==> src/rtl/sdram_arbiter_if.sv <==
// Bus between the SDRAM arbiter, its requesters (cache, flash DMA) and the controller command port.
// The arbiter uses the slave modport; requesters and the controller form the master side.
interface sdram_arbiter_if #(
    parameter int NumReq          = 2,
    parameter int AddressBitWidth = 21
);
    logic                               sdrc_init_done;
    logic [NumReq-1:0]                  req;
    logic [NumReq*3-1:0]                req_cmd;
    logic [NumReq*AddressBitWidth-1:0]  req_addr;
    logic [NumReq*8-1:0]                req_len;
    logic [NumReq*4-1:0]                req_dqm;
    logic [NumReq*32-1:0]               req_wdata;
    logic [NumReq-1:0]                  grant;
    logic                               wr_next;
    logic                               rd_valid;
    logic [NumReq-1:0]                  done;
    logic                               sdrc_cmd_en;
    logic [2:0]                         sdrc_cmd;
    logic [AddressBitWidth-1:0]         sdrc_addr;
    logic [7:0]                         sdrc_len;
    logic [3:0]                         sdrc_dqm;
    logic [31:0]                        sdrc_wdata;
    logic                               sdrc_cmd_ack;

    modport slave (
        input  sdrc_init_done, req, req_cmd, req_addr, req_len, req_dqm, req_wdata, sdrc_cmd_ack,
        output grant, wr_next, rd_valid, done,
        output sdrc_cmd_en, sdrc_cmd, sdrc_addr, sdrc_len, sdrc_dqm, sdrc_wdata
    );

    modport master (
        output sdrc_init_done, req, req_cmd, req_addr, req_len, req_dqm, req_wdata, sdrc_cmd_ack,
        input  grant, wr_next, rd_valid, done,
        input  sdrc_cmd_en, sdrc_cmd, sdrc_addr, sdrc_len, sdrc_dqm, sdrc_wdata
    );
endinterface

==> src/rtl/sdram_arbiter.sv <==
// Round-robin owner of the SDRAM controller command port with periodic auto-refresh.
// One transaction at a time: IDLE -> ISSUE -> WAIT_ACK -> DATA -> RECOVER -> IDLE.
module sdram_arbiter #(
    parameter int         NumReq                = 2,
    parameter int         AddressBitWidth       = 21,
    parameter int         RefreshIntervalCycles = 405,
    parameter int         ReadLatencyCycles     = 4,
    parameter int         RecoverCycles         = 2,
    parameter logic [2:0] CmdWrite              = 3'b100,
    parameter logic [2:0] CmdRead               = 3'b101,
    parameter logic [2:0] CmdRefresh            = 3'b001
) (
    input logic            clk,
    input logic            rst,
    sdram_arbiter_if.slave bus
);

    localparam int IdxW = $clog2(NumReq);
    localparam int RefW = $clog2(RefreshIntervalCycles);
    localparam int LatW = (ReadLatencyCycles > 1) ? $clog2(ReadLatencyCycles) : 1;
    localparam int RecW = (RecoverCycles > 1) ? $clog2(RecoverCycles) : 1;

    typedef enum logic [2:0] {Idle, Issue, WaitAck, Data, Recover} state_t;

    state_t                     state_q;
    logic [IdxW-1:0]            rr_q;
    logic [IdxW-1:0]            owner_q;
    logic [RefW-1:0]            refCnt_q;
    logic                       refPending_q;
    logic                       isRefresh_q;
    logic                       isWrite_q;
    logic [8:0]                 beatCnt_q;
    logic [LatW-1:0]            latCnt_q;
    logic [RecW-1:0]            recCnt_q;
    logic [NumReq-1:0]          grant_q;
    logic [NumReq-1:0]          done_q;
    logic                       cmdEn_q;
    logic [2:0]                 cmd_q;
    logic [AddressBitWidth-1:0] addr_q;
    logic [7:0]                 len_q;
    logic [3:0]                 dqm_q;

    logic [IdxW-1:0]            winner_d;
    logic                       winnerValid_d;
    logic [IdxW-1:0]            nextRr_d;
    logic [2:0]                 winCmd_d;
    logic                       refDue_d;
    logic [NumReq-1:0]          recDone_d;

    // Descending scan so the requester closest to rr_q (upward, modulo NumReq) is assigned last and wins.
    always_comb begin
        winnerValid_d = 1'b0;
        winner_d      = '0;
        for (int k = NumReq - 1; k >= 0; k--) begin
            if (bus.req[(int'(rr_q) + k) % NumReq]) begin
                winnerValid_d = 1'b1;
                winner_d      = IdxW'((int'(rr_q) + k) % NumReq);
            end
        end
    end

    assign nextRr_d  = (winner_d == IdxW'(NumReq - 1)) ? '0 : winner_d + 1'b1;
    assign winCmd_d  = bus.req_cmd[int'(winner_d)*3 +: 3];
    assign refDue_d  = bus.sdrc_init_done && (refCnt_q == RefW'(RefreshIntervalCycles - 1));
    assign recDone_d = (RecoverCycles == 1 && !isRefresh_q) ? grant_q : '0;

    always_ff @(posedge clk or posedge rst) begin
        if (rst) begin
            state_q      <= Idle;
            rr_q         <= '0;
            owner_q      <= '0;
            refCnt_q     <= '0;
            refPending_q <= 1'b0;
            isRefresh_q  <= 1'b0;
            isWrite_q    <= 1'b0;
            beatCnt_q    <= '0;
            latCnt_q     <= '0;
            recCnt_q     <= '0;
            grant_q      <= '0;
            done_q       <= '0;
            cmdEn_q      <= 1'b0;
            cmd_q        <= '0;
            addr_q       <= '0;
            len_q        <= '0;
            dqm_q        <= '0;
        end else begin
            done_q <= '0;
            if (bus.sdrc_init_done) begin
                refCnt_q <= refDue_d ? '0 : refCnt_q + 1'b1;
            end

            case (state_q)
                Idle: begin
                    if (bus.sdrc_init_done && refPending_q) begin
                        state_q     <= Issue;
                        cmdEn_q     <= 1'b1;
                        cmd_q       <= CmdRefresh;
                        addr_q      <= '0;
                        len_q       <= '0;
                        dqm_q       <= '0;
                        isRefresh_q <= 1'b1;
                        isWrite_q   <= 1'b0;
                        grant_q     <= '0;
                    end else if (bus.sdrc_init_done && winnerValid_d) begin
                        state_q     <= Issue;
                        cmdEn_q     <= 1'b1;
                        cmd_q       <= (winCmd_d == CmdRead) ? CmdRead : CmdWrite;
                        addr_q      <= bus.req_addr[int'(winner_d)*AddressBitWidth +: AddressBitWidth];
                        len_q       <= bus.req_len[int'(winner_d)*8 +: 8];
                        dqm_q       <= bus.req_dqm[int'(winner_d)*4 +: 4];
                        isRefresh_q <= 1'b0;
                        isWrite_q   <= (winCmd_d != CmdRead);
                        owner_q     <= winner_d;
                        grant_q     <= NumReq'(1) << winner_d;
                        rr_q        <= nextRr_d;
                    end
                end
                Issue: begin
                    cmdEn_q <= 1'b0;
                    state_q <= WaitAck;
                end
                WaitAck: begin
                    if (bus.sdrc_cmd_ack) begin
                        latCnt_q <= LatW'(ReadLatencyCycles - 1);
                        if (isRefresh_q || (isWrite_q && len_q == 8'd0)) begin
                            if (isRefresh_q) begin
                                refPending_q <= 1'b0;
                            end
                            state_q  <= Recover;
                            recCnt_q <= RecW'(RecoverCycles - 1);
                            done_q   <= recDone_d;
                        end else begin
                            state_q   <= Data;
                            beatCnt_q <= isWrite_q ? {1'b0, len_q} : {1'b0, len_q} + 9'd1;
                        end
                    end
                end
                Data: begin
                    // The write ack cycle already carried the first beat, so writes count len and reads len+1.
                    if (isWrite_q || latCnt_q == '0) begin
                        beatCnt_q <= beatCnt_q - 9'd1;
                        if (beatCnt_q == 9'd1) begin
                            state_q  <= Recover;
                            recCnt_q <= RecW'(RecoverCycles - 1);
                            done_q   <= recDone_d;
                        end
                    end else begin
                        latCnt_q <= latCnt_q - 1'b1;
                    end
                end
                Recover: begin
                    if (recCnt_q == '0) begin
                        state_q <= Idle;
                        grant_q <= '0;
                    end else begin
                        recCnt_q <= recCnt_q - 1'b1;
                        if (recCnt_q == RecW'(1) && !isRefresh_q) begin
                            done_q <= grant_q;
                        end
                    end
                end
                default: state_q <= Idle;
            endcase

            if (refDue_d) begin
                refPending_q <= 1'b1;
            end
        end
    end

    assign bus.grant       = grant_q;
    assign bus.done        = done_q;
    assign bus.sdrc_cmd_en = cmdEn_q;
    assign bus.sdrc_cmd    = cmd_q;
    assign bus.sdrc_addr   = addr_q;
    assign bus.sdrc_len    = len_q;
    assign bus.sdrc_dqm    = dqm_q;
    assign bus.wr_next     = isWrite_q && ((state_q == WaitAck && bus.sdrc_cmd_ack) || state_q == Data);
    assign bus.rd_valid    = !isWrite_q && state_q == Data && latCnt_q == '0;
    assign bus.sdrc_wdata  = (|grant_q) ? bus.req_wdata[int'(owner_q)*32 +: 32] : 32'd0;

endmodule

==> src/flat_wrapper.sv <==
// flat-port wrapper written by rule: the top's interface ports become plain ports
module sdram_arbiter_flat 
#(
    parameter int         NumReq                = 2,
    parameter int         AddressBitWidth       = 21,
    parameter int         RefreshIntervalCycles = 405,
    parameter int         ReadLatencyCycles     = 4,
    parameter int         RecoverCycles         = 2,
    parameter logic [2:0] CmdWrite              = 3'b100,
    parameter logic [2:0] CmdRead               = 3'b101,
    parameter logic [2:0] CmdRefresh            = 3'b001
)
  (clk, rst, bus_sdrc_init_done, bus_req, bus_req_cmd, bus_req_addr, bus_req_len, bus_req_dqm, bus_req_wdata, bus_sdrc_cmd_ack, bus_grant, bus_wr_next, bus_rd_valid, bus_done, bus_sdrc_cmd_en, bus_sdrc_cmd, bus_sdrc_addr, bus_sdrc_len, bus_sdrc_dqm, bus_sdrc_wdata);
  sdram_arbiter_if #(.NumReq(NumReq), .AddressBitWidth(AddressBitWidth)) bus_i ();
  input logic clk;
  input logic rst;
  input wire logic [$bits(bus_i.sdrc_init_done)-1:0] bus_sdrc_init_done;
  input wire logic [$bits(bus_i.req)-1:0] bus_req;
  input wire logic [$bits(bus_i.req_cmd)-1:0] bus_req_cmd;
  input wire logic [$bits(bus_i.req_addr)-1:0] bus_req_addr;
  input wire logic [$bits(bus_i.req_len)-1:0] bus_req_len;
  input wire logic [$bits(bus_i.req_dqm)-1:0] bus_req_dqm;
  input wire logic [$bits(bus_i.req_wdata)-1:0] bus_req_wdata;
  input wire logic [$bits(bus_i.sdrc_cmd_ack)-1:0] bus_sdrc_cmd_ack;
  output wire logic [$bits(bus_i.grant)-1:0] bus_grant;
  output wire logic [$bits(bus_i.wr_next)-1:0] bus_wr_next;
  output wire logic [$bits(bus_i.rd_valid)-1:0] bus_rd_valid;
  output wire logic [$bits(bus_i.done)-1:0] bus_done;
  output wire logic [$bits(bus_i.sdrc_cmd_en)-1:0] bus_sdrc_cmd_en;
  output wire logic [$bits(bus_i.sdrc_cmd)-1:0] bus_sdrc_cmd;
  output wire logic [$bits(bus_i.sdrc_addr)-1:0] bus_sdrc_addr;
  output wire logic [$bits(bus_i.sdrc_len)-1:0] bus_sdrc_len;
  output wire logic [$bits(bus_i.sdrc_dqm)-1:0] bus_sdrc_dqm;
  output wire logic [$bits(bus_i.sdrc_wdata)-1:0] bus_sdrc_wdata;
  assign bus_i.sdrc_init_done = bus_sdrc_init_done;
  assign bus_i.req = bus_req;
  assign bus_i.req_cmd = bus_req_cmd;
  assign bus_i.req_addr = bus_req_addr;
  assign bus_i.req_len = bus_req_len;
  assign bus_i.req_dqm = bus_req_dqm;
  assign bus_i.req_wdata = bus_req_wdata;
  assign bus_i.sdrc_cmd_ack = bus_sdrc_cmd_ack;
  assign bus_grant = bus_i.grant;
  assign bus_wr_next = bus_i.wr_next;
  assign bus_rd_valid = bus_i.rd_valid;
  assign bus_done = bus_i.done;
  assign bus_sdrc_cmd_en = bus_i.sdrc_cmd_en;
  assign bus_sdrc_cmd = bus_i.sdrc_cmd;
  assign bus_sdrc_addr = bus_i.sdrc_addr;
  assign bus_sdrc_len = bus_i.sdrc_len;
  assign bus_sdrc_dqm = bus_i.sdrc_dqm;
  assign bus_sdrc_wdata = bus_i.sdrc_wdata;
  sdram_arbiter #(.NumReq(NumReq), .AddressBitWidth(AddressBitWidth), .RefreshIntervalCycles(RefreshIntervalCycles), .ReadLatencyCycles(ReadLatencyCycles), .RecoverCycles(RecoverCycles), .CmdWrite(CmdWrite), .CmdRead(CmdRead), .CmdRefresh(CmdRefresh)) u_core (.clk(clk), .rst(rst), .bus(bus_i));
endmodule
==> config.mk <==
export PLATFORM = sky130hd
export DESIGN_NAME = sdram_arbiter_flat
export DESIGN_NICKNAME = d
export VERILOG_FILES = /design/src/rtl/sdram_arbiter_if.sv /design/src/rtl/sdram_arbiter.sv /design/src/flat_wrapper.sv
export SDC_FILE = /design/constraint.sdc
export NUM_CORES = 1
export LEC_CHECK = 0
export ABC_AREA = 0
export CAP_MARGIN = 30
export CELL_PAD_IN_SITES_DETAIL_PLACEMENT = 0
export CELL_PAD_IN_SITES_GLOBAL_PLACEMENT = 2
export CORE_ASPECT_RATIO = 0.9
export CORE_MARGIN = 5
export CORE_UTILIZATION = 20
export CTS_CLUSTER_SIZE = 30
export DETAILED_ROUTE_END_ITERATION = 12
export MAX_ROUTING_LAYER = met4
export PLACE_DENSITY = 0.76
export SLEW_MARGIN = 20
export SYNTH_ARGS = -nofsm -noshare
export SYNTH_HDL_FRONTEND = slang
export SYNTH_SLANG_ARGS = --single-unit
==> constraint.sdc <==
create_clock -name clk -period 2.2 [get_ports clk]
set_input_delay 0.44 -clock clk [delete_from_list [all_inputs] [get_ports clk]]
set_output_delay 0.44 -clock clk [all_outputs]
set_load 0.05 [all_outputs]
Run 1, where the registers sit:
The bar under the picture is 50 µm long. Other sequential cells in the stronger gray, the rest of the logic in the fainter gray.
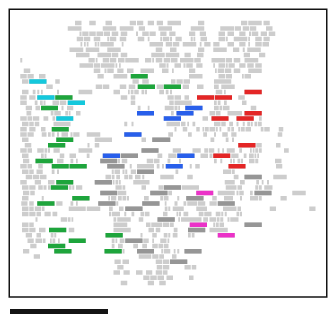
Key: blue = u_core.bus.sdrc_len [sequential cells 8, where center]; green = u_core.bus.sdrc_addr [sequential cells 21]; red = u_core.beatCnt_q [sequential cells 9]; magenta = u_core.state_q [sequential cells 3]; cyan = u_core.bus.sdrc_dqm [sequential cells 4]
FF/Latch Area: 1728 µm²
flop share of the area: 0.2315
sequential power: 2330 µW
fin util: 0.3616

Run 1, routing congestion:
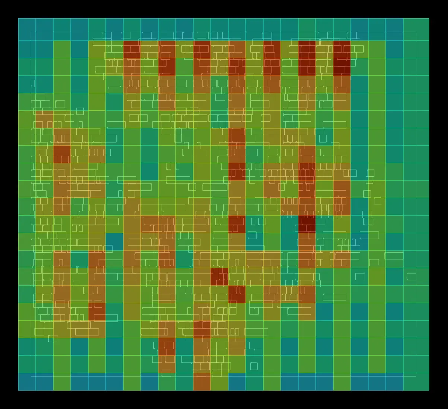
met1 GRT Util: 0.1750
GRT Overall Usage: 0.1429
Most Crowded Layer GR: met2
met3 Use GR: 0.04039

Run 1, metal layers overlaid:
Only two layers are drawn.
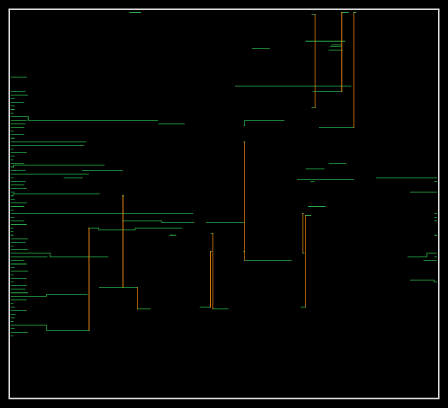
Key: green = met3 [wire length 990 µm]; orange = met4 [wire length 335 µm]
DR WL/cell: 17.50 µm
DR vias: 4,232

Run 1, logic cells by family:
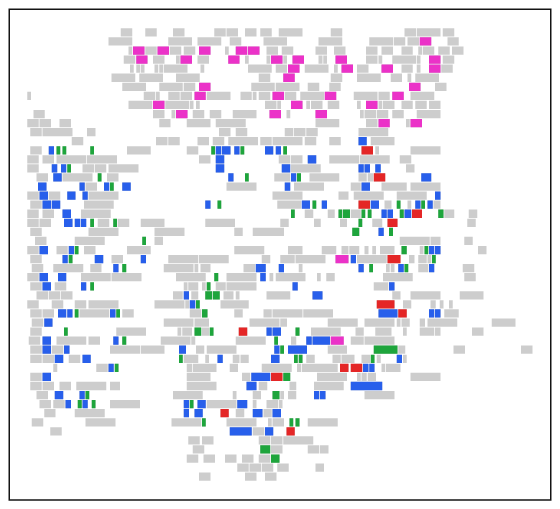
Key: green = NAND gates [cells 69]; blue = inverting AOI/OAI gates [cells 115]; red = AND-OR and OR-AND gates [cells 14]; magenta = multiplexers [cells 34]
multi-input combinational area share: 0.2987
final cell count without fillers: 945
Commonest Layout Cell: clkdlybuf4s50_1

==> deck_impl_summary.md, run 1 <==
Flow Results at a Glance

Place
  – DP Worst Slack: 59.69 ps
  – Port bufs: 215
  – Routability congestion estimate: 0.9131
  – Placed Cells incl. Taps: 927
  – Post-DP HPWL: 13,470 µm
  – Placed cell area: 7143 µm²

Worst hold path
  – HP Class: in2async

Die
  – Area of the chip: 23,780 µm²
  – Io pins: 217
  – Fp util: 0.2015
  – # rows: 50
  – DIE HEIGHT: 146.8 µm
  – Overall die width: 162.0 µm
  – Core area: 20,640 µm²

Yosys
  – Post-synth mux share: 0.08243
  – Mapped Avg Cell Area: 9.222 µm²
  – Synth top cells by count: dfrtp_1, nand2_1, nor2_1, o21ai_0, a22oi_1
  – Synth top cell by count: dfrtp_1
  – Post-synthesis adder-cell area fraction: 0.02106
  – Biggest area cells: dfrtp_1, mux2i_1, a22oi_1
  – Ys cells: 451
  – Synth Instances: 451
  – EDFF count, synth: 0
  – Seq share, synth: 0.4152
  – Registers, synthesis: 69
  – Synth Area in Simple Gates: 0.1829
  – Post-synthesis cell area: 4159 µm²

Drt
  – Max Used Layer: met4
  – Router iterations before antenna repair: 4
  – Total Wirelength: 16,540 µm
  – Met3 WL: 989 µm
  – Wire length on met2: 8084 µm
  – DRT iter0 DRCs: 159
  – WL met1: 7126 µm
  – Post-route ant nets: 0

Layout
  – Multi-input gate area: 2230 µm²
  – N_diodes: 2
  – # clk buffers: 11
  – Fillers: 2,093
  – Share of cells above drive strength 1: 0.1713
  – Invs w/o clock: 14
  – Mi-comb count: 337
  – Leading cell kind: non-clock buffers
  – Max reg flops: 21
  – ClkCell Share: 0.04174
  – Cell area after layout: 7465 µm²
  – NumNets Final: 827
  – Most frequent cells in the layout: clkdlybuf4s50_1, dfrtp_1, nand2_1
  – Flops: 69

Clock tree
  – Clock Tree Root: clkbuf_16
  – Post-CTS Repair Setup Buffers: 0
  – Clk_lat worst skew: 340 ps
  – H-tree depth: 3
  – CTS Buf Count: 9
  – Clock slew at reported path FFs: 60 ps
  – Clk buf depth: 2

Final timing
  – Fin Hold WS: 420.7 ps
  – Fmax: 476.5 MHz
  – Clock skew: 6.946 ps
  – Final period utilization: 0.9539
  – Minimum clock period: 2098 ps
  – Final WS setup: 101.5 ps
  – Fin. max-slew vios: 0

Setup path
  – Critical path cell sequence: nor2_2 > buf_4 > nor2_1 > buf_12
  – CP endpoint: bus_sdrc_wdata[0]
  – Critical R2R Launch: u_core.bus.sdrc_len[1]$_DFFE_PP0P_
  – Worst path max stage delay: 450 ps
  – Critical path depth: 4
  – FF-to-FF setup slack: 260 ps
  – Family with the most delay on the worst path: buffers and inverters
  – Worst setup EP type: output port
  – CP required: 1760 ps
  – R2R depth: 7
  – Crit Path Category: reg2out
  – Reg2reg end: u_core.beatCnt_q[8]$_DFFE_PP0P_
  – Worst path slowest cell: dfrtp_1
  – Worst path bufs/invs: 2

Outcome
  – Status: finished clean

Job
  – Max-cap violations: 0
  – Tool warnings: 29

Power
  – Power in combinational cells: 6810 µW
  – Sw Share: 0.4771
  – Register share of total power: 0.219
  – Cell Int Power: 5578 µW
  – VDD IR-drop max: 0.5899 mV
  – Power Dens Cells: 1429 nW/µm²
  – Sw Pwr: 5090 µW
  – Clock power share: 0.143

GRT
  – GR Overflow Total: 0
  – Initial antenna violation count: 2
--- run 2 (diff from run 1) ---
--- a/config.mk
+++ b/config.mk
@@ -10,7 +10,6 @@
 export CELL_PAD_IN_SITES_DETAIL_PLACEMENT = 0
 export CELL_PAD_IN_SITES_GLOBAL_PLACEMENT = 2
 export CORE_ASPECT_RATIO = 0.9
-export CORE_MARGIN = 5
 export CORE_UTILIZATION = 20
 export CTS_CLUSTER_SIZE = 30
 export DETAILED_ROUTE_END_ITERATION = 12
==> run 2 against run 1 <==
  * Sequential share of layout area up 0.38 points
  * Setup slack better by 28 ps
  * Clock skew down 1.3 ps
  * Synthesized area unchanged
  * Via count down 2.3%
  * Non-clock buffer count down 4
  * Maximum frequency up 1.4%
  * Critical path depth down 2
==> deck_impl_summary.md, run 2 <==
Flow Results at a Glance

Place
  – Port bufs: 215 (unchanged)
  – Routability congestion estimate: 0.8988 (was 0.9131)
  – DP Worst Slack: 24.96 ps (was 59.69 ps)
  – Placed Cells incl. Taps: 918 (was 927)
  – Post-DP HPWL: 12,180 µm (was 13,470 µm)
  – Placed cell area: 7064 µm² (was 7143 µm²)

Drt
  – DR vias: 4,133 (was 4,232)
  – Total Wirelength: 15,250 µm (was 16,540 µm)
  – Met3 WL: 839 µm (was 989 µm)
  – Max Used Layer: met4 (unchanged)
  – WL met1: 6792 µm (was 7126 µm)
  – DR WL/cell: 16.34 µm (was 17.50 µm)
  – Post-route ant nets: 0 (unchanged)

Power
  – VDD IR-drop max: 0.5715 mV (was 0.5899 mV)
  – Power Dens Cells: 1425 nW/µm² (was 1429 nW/µm²)
  – Sw Pwr: 5016 µW (was 5090 µW)
  – Clock power share: 0.135 (was 0.143)
  – Register share of total power: 0.223 (was 0.219)
  – Sw Share: 0.4790 (was 0.4771)

Layout
  – Final cell count without fillers: 933 (was 945)
  – ClkCell Share: 0.03848 (was 0.04174)
  – Leading cell kind: non-clock buffers (unchanged)
  – Most frequent cells in the layout: clkdlybuf4s50_1, dfrtp_1, nand2_1 (unchanged)
  – Invs w/o clock: 14 (unchanged)
  – N_diodes: 0 (was 2)
  – Cell area after layout: 7348 µm² (was 7465 µm²)
  – NumNets Final: 823 (was 827)
  – Multi-input gate area: 2225 µm² (was 2230 µm²)
  – Mi-comb count: 337 (unchanged)
  – Commonest Layout Cell: clkdlybuf4s50_1 (unchanged)
  – Multi-input combinational area share: 0.3027 (was 0.2987)
  – Share of cells above drive strength 1: 0.1622 (was 0.1713)
  – # clk buffers: 11 (unchanged)
  – Flops: 69 (unchanged)
  – Fillers: 1,995 (was 2,093)

Setup path
  – Critical R2R Launch: u_core.isWrite_q$_DFFE_PP0P_ (was u_core.bus.sdrc_len[1]$_DFFE_PP0P_)
  – CP required: 1760 ps (about the same)
  – Worst path bufs/invs: 2 (unchanged)
  – CP endpoint: bus_sdrc_len[0] (was bus_sdrc_wdata[0])
  – Family with the most delay on the worst path: buffers and inverters (unchanged)
  – Critical path cell sequence: buf_4 > clkdlybuf4s50_1 (was nor2_2 > buf_4 > nor2_1 > buf_12)
  – Worst path slowest cell: clkdlybuf4s50_1 (was dfrtp_1)
  – Worst setup EP type: output port (unchanged)
  – R2R depth: 5 (was 7)
  – Worst path max stage delay: 810 ps (was 450 ps)

Yosys
  – Biggest area cells: dfrtp_1, mux2i_1, a22oi_1 (unchanged)
  – Registers, synthesis: 69 (unchanged)
  – Mapped Avg Cell Area: 9.222 µm² (unchanged)
  – Post-synthesis cell area: 4159 µm² (unchanged)
  – Synth top cells by count: dfrtp_1, nand2_1, nor2_1, o21ai_0, a22oi_1 (unchanged)
  – Post-synthesis adder-cell area fraction: 0.02106 (unchanged)
  – Ys cells: 451 (unchanged)
  – EDFF count, synth: 0 (unchanged)
  – Synth Instances: 451 (unchanged)
  – Synth Area in Simple Gates: 0.1829 (unchanged)

Clock tree
  – H-tree depth: 3 (unchanged)
  – Clock Tree Root: clkbuf_16 (unchanged)
  – Post-CTS Repair Setup Buffers: 0 (unchanged)
  – Clk_lat worst skew: 340 ps (about the same)
  – CTS Buf Count: 9 (unchanged)
  – Clk buf depth: 2 (unchanged)

Final timing
  – Fin. max-slew vios: 0 (unchanged)
  – Fmax: 483.1 MHz (was 476.5 MHz)
  – Minimum clock period: 2070 ps (was 2098 ps)
  – Final period utilization: 0.9409 (was 0.9539)
  – Clock skew: 5.627 ps (was 6.946 ps)
  – Final WS setup: 129.9 ps (was 101.5 ps)
  – Fin Hold WS: 476.6 ps (was 420.7 ps)

Worst hold path
  – HP Class: reg2reg (was in2async)

Die
  – # rows: 49 (was 50)
  – Fp util: 0.2062 (was 0.2015)
  – DIE HEIGHT: 138.8 µm (was 146.8 µm)
  – Io pins: 217 (unchanged)
  – Core area: 20,170 µm² (was 20,640 µm²)

Job
  – Max-cap violations: 0 (unchanged)
  – Tool warnings: 29 (unchanged)

Outcome
  – Status: finished clean (unchanged)

GRT
  – GRT Overall Usage: 0.1541 (was 0.1429)
  – Most Crowded Layer GR: met2 (unchanged)
  – Initial antenna violation count: 0 (was 2)
Run 2, where the registers sit:
The bar under the picture is 50 µm long. Other sequential cells in the stronger gray, the rest of the logic in the fainter gray.
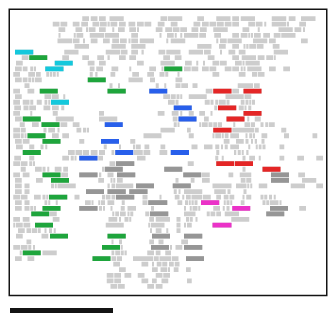
Key: cyan = u_core.bus.sdrc_dqm [sequential cells 4, where upper left]; blue = u_core.bus.sdrc_len [sequential cells 8, where center]; red = u_core.beatCnt_q [sequential cells 9]; magenta = u_core.state_q [sequential cells 3]; green = u_core.bus.sdrc_addr [sequential cells 21]
flop share of the area: 0.2353
fin util: 0.3643
FF/Latch Area: 1729 µm²

Run 2, logic cells by family:
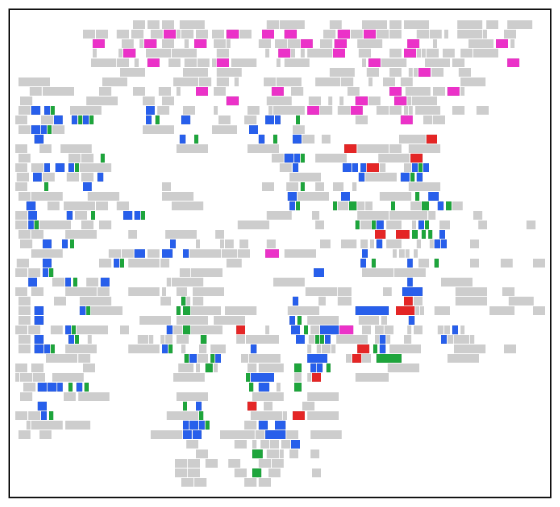
Key: green = NAND gates [cells 69]; blue = inverting AOI/OAI gates [cells 115]; magenta = multiplexers [cells 34]; red = AND-OR and OR-AND gates [cells 14]

Run 2, routing congestion:
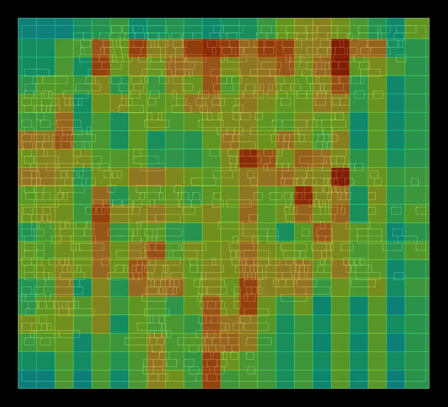
met3 Use GR: 0.03844
met1 GRT Util: 0.1949

--- run 3 (diff from run 2) ---
--- a/config.mk
+++ b/config.mk
@@ -5,16 +5,16 @@
 export SDC_FILE = /design/constraint.sdc
 export NUM_CORES = 1
 export LEC_CHECK = 0
-export ABC_AREA = 0
+export ABC_AREA = 1
 export CAP_MARGIN = 30
 export CELL_PAD_IN_SITES_DETAIL_PLACEMENT = 0
 export CELL_PAD_IN_SITES_GLOBAL_PLACEMENT = 2
 export CORE_ASPECT_RATIO = 0.9
-export CORE_UTILIZATION = 20
+export CORE_UTILIZATION = 18
 export CTS_CLUSTER_SIZE = 30
 export DETAILED_ROUTE_END_ITERATION = 12
 export MAX_ROUTING_LAYER = met4
-export PLACE_DENSITY = 0.76
+export PLACE_DENSITY = 0.75
 export SLEW_MARGIN = 20
 export SYNTH_ARGS = -nofsm -noshare
 export SYNTH_HDL_FRONTEND = slang
==> run 3 against run 2 <==
  * Via count increased by 17%
  * Clock skew is 6.1 ps higher
  * Critical path type unchanged
  * Non-clock buffer count is 10 lower
  * Sequential share of layout area decreased by 0.49 points
  * Utilization decreased by 4.4 points
  * Critical path depth down 1
  * Count of clock-buffer cells in the layout is 1 lower
==> deck_impl_summary.md, run 3 <==
Flow Results at a Glance

Yosys
  – EDFF count, synth: 0 (unchanged)
  – Mapped Avg Cell Area: 6.893 µm² (was 9.222 µm²)
  – Synth Instances: 623 (was 451)
  – Post-synthesis adder-cell area fraction: 0.02040 (was 0.02106)
  – Biggest area cells: dfrtp_1, nand2_1, nand3_1 (was dfrtp_1, mux2i_1, a22oi_1)
  – Post-synthesis cell area: 4294 µm² (was 4159 µm²)

Clock tree
  – Clk buf depth: 2 (unchanged)

Final timing
  – Fmax: 479.8 MHz (was 483.1 MHz)
  – Clock skew: 11.73 ps (was 5.627 ps)
  – Final WS setup: 115.6 ps (was 129.9 ps)

Setup path
  – R2R depth: 9 (was 5)
  – Worst path slowest cell: clkdlybuf4s50_1 (unchanged)
  – Worst path bufs/invs: 1 (was 2)
  – Worst setup EP type: output port (unchanged)
  – Crit Path Category: reg2out (unchanged)
  – CP endpoint: bus_sdrc_len[4] (was bus_sdrc_len[0])
  – Critical R2R Launch: u_core.bus.sdrc_len[0]$_DFFE_PP0P_ (was u_core.isWrite_q$_DFFE_PP0P_)
  – Worst path max stage delay: 850 ps (was 810 ps)

GRT
  – Met1 GRT Util: 0.1648 (was 0.1949)
  – Initial antenna violation count: 0 (unchanged)

Place
  – Post-DP HPWL: 11,940 µm (was 12,180 µm)
  – DP Worst Slack: 128.8 ps (was 24.96 ps)
  – Placed cell area: 7182 µm² (was 7064 µm²)
  – Port bufs: 215 (unchanged)

Drt
  – Max Used Layer: met4 (unchanged)
  – Wire length on met2: 7190 µm (was 7473 µm)
  – WL met1: 7015 µm (was 6792 µm)

Worst hold path
  – HP Class: reg2reg (unchanged)

Power
  – Register share of total power: 0.214 (was 0.223)
  – Sw Share: 0.5052 (was 0.4790)
  – Clock power share: 0.139 (was 0.135)
  – Cell Int Power: 5416 µW (was 5456 µW)
  – Sw Pwr: 5530 µW (was 5016 µW)

Layout
  – Max reg flops: 21 (unchanged)
  – Commonest Layout Cell: clkdlybuf4s50_1 (unchanged)
  – # clk buffers: 10 (was 11)
  – Invs w/o clock: 60 (was 14)
  – Multi-input gate area: 2196 µm² (was 2225 µm²)

Job
  – Tool warnings: 30 (was 29)

Die
  – Area of the chip: 24,480 µm² (was 21,380 µm²)
  – Fp util: 0.1834 (was 0.2062)

Outcome
  – Status: finished clean (unchanged)
Run 3, metal layers overlaid:
Only two layers are drawn.
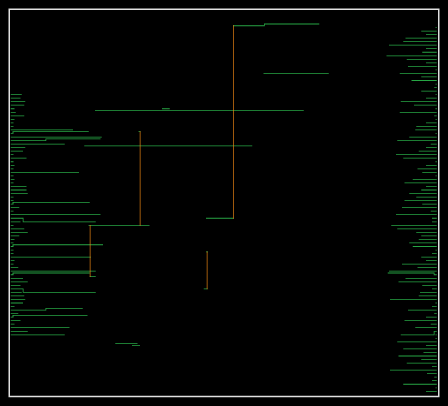
Total Wirelength: 16,040 µm
DR vias: 4,839
DR WL/cell: 14.09 µm

Run 3, logic cells by family:
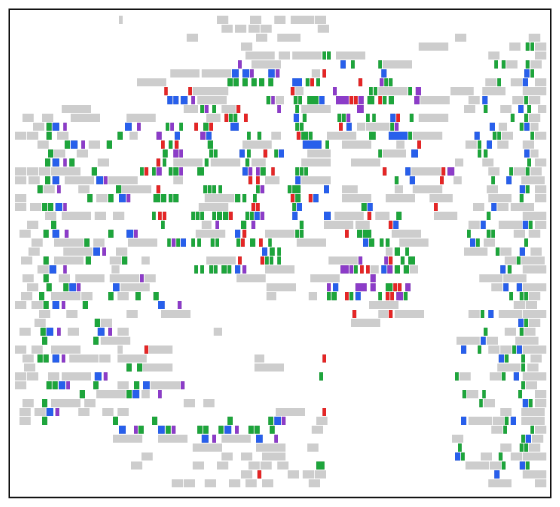
Key: purple = NOR gates [cells 73]; red = inverters [cells 60]; blue = inverting AOI/OAI gates [cells 104, where spread over the die]; green = NAND gates [cells 267, where spread over the die]

Run 3, where the registers sit:
The bar under the picture is 50 µm long. Other sequential cells in the stronger gray, the rest of the logic in the fainter gray.
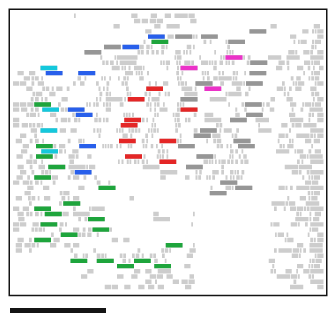
Key: cyan = u_core.bus.sdrc_dqm [sequential cells 4, where middle left]; blue = u_core.bus.sdrc_len [sequential cells 8]; red = u_core.beatCnt_q [sequential cells 9, where center]; magenta = u_core.state_q [sequential cells 3]; green = u_core.bus.sdrc_addr [sequential cells 21]
Another 24 sequential cells are not colored.
flop share of the area: 0.2304
FF/Latch Area: 1727 µm²
fin util: 0.3201
sequential power: 2340 µW

Power and IR drop assume default switching activity.
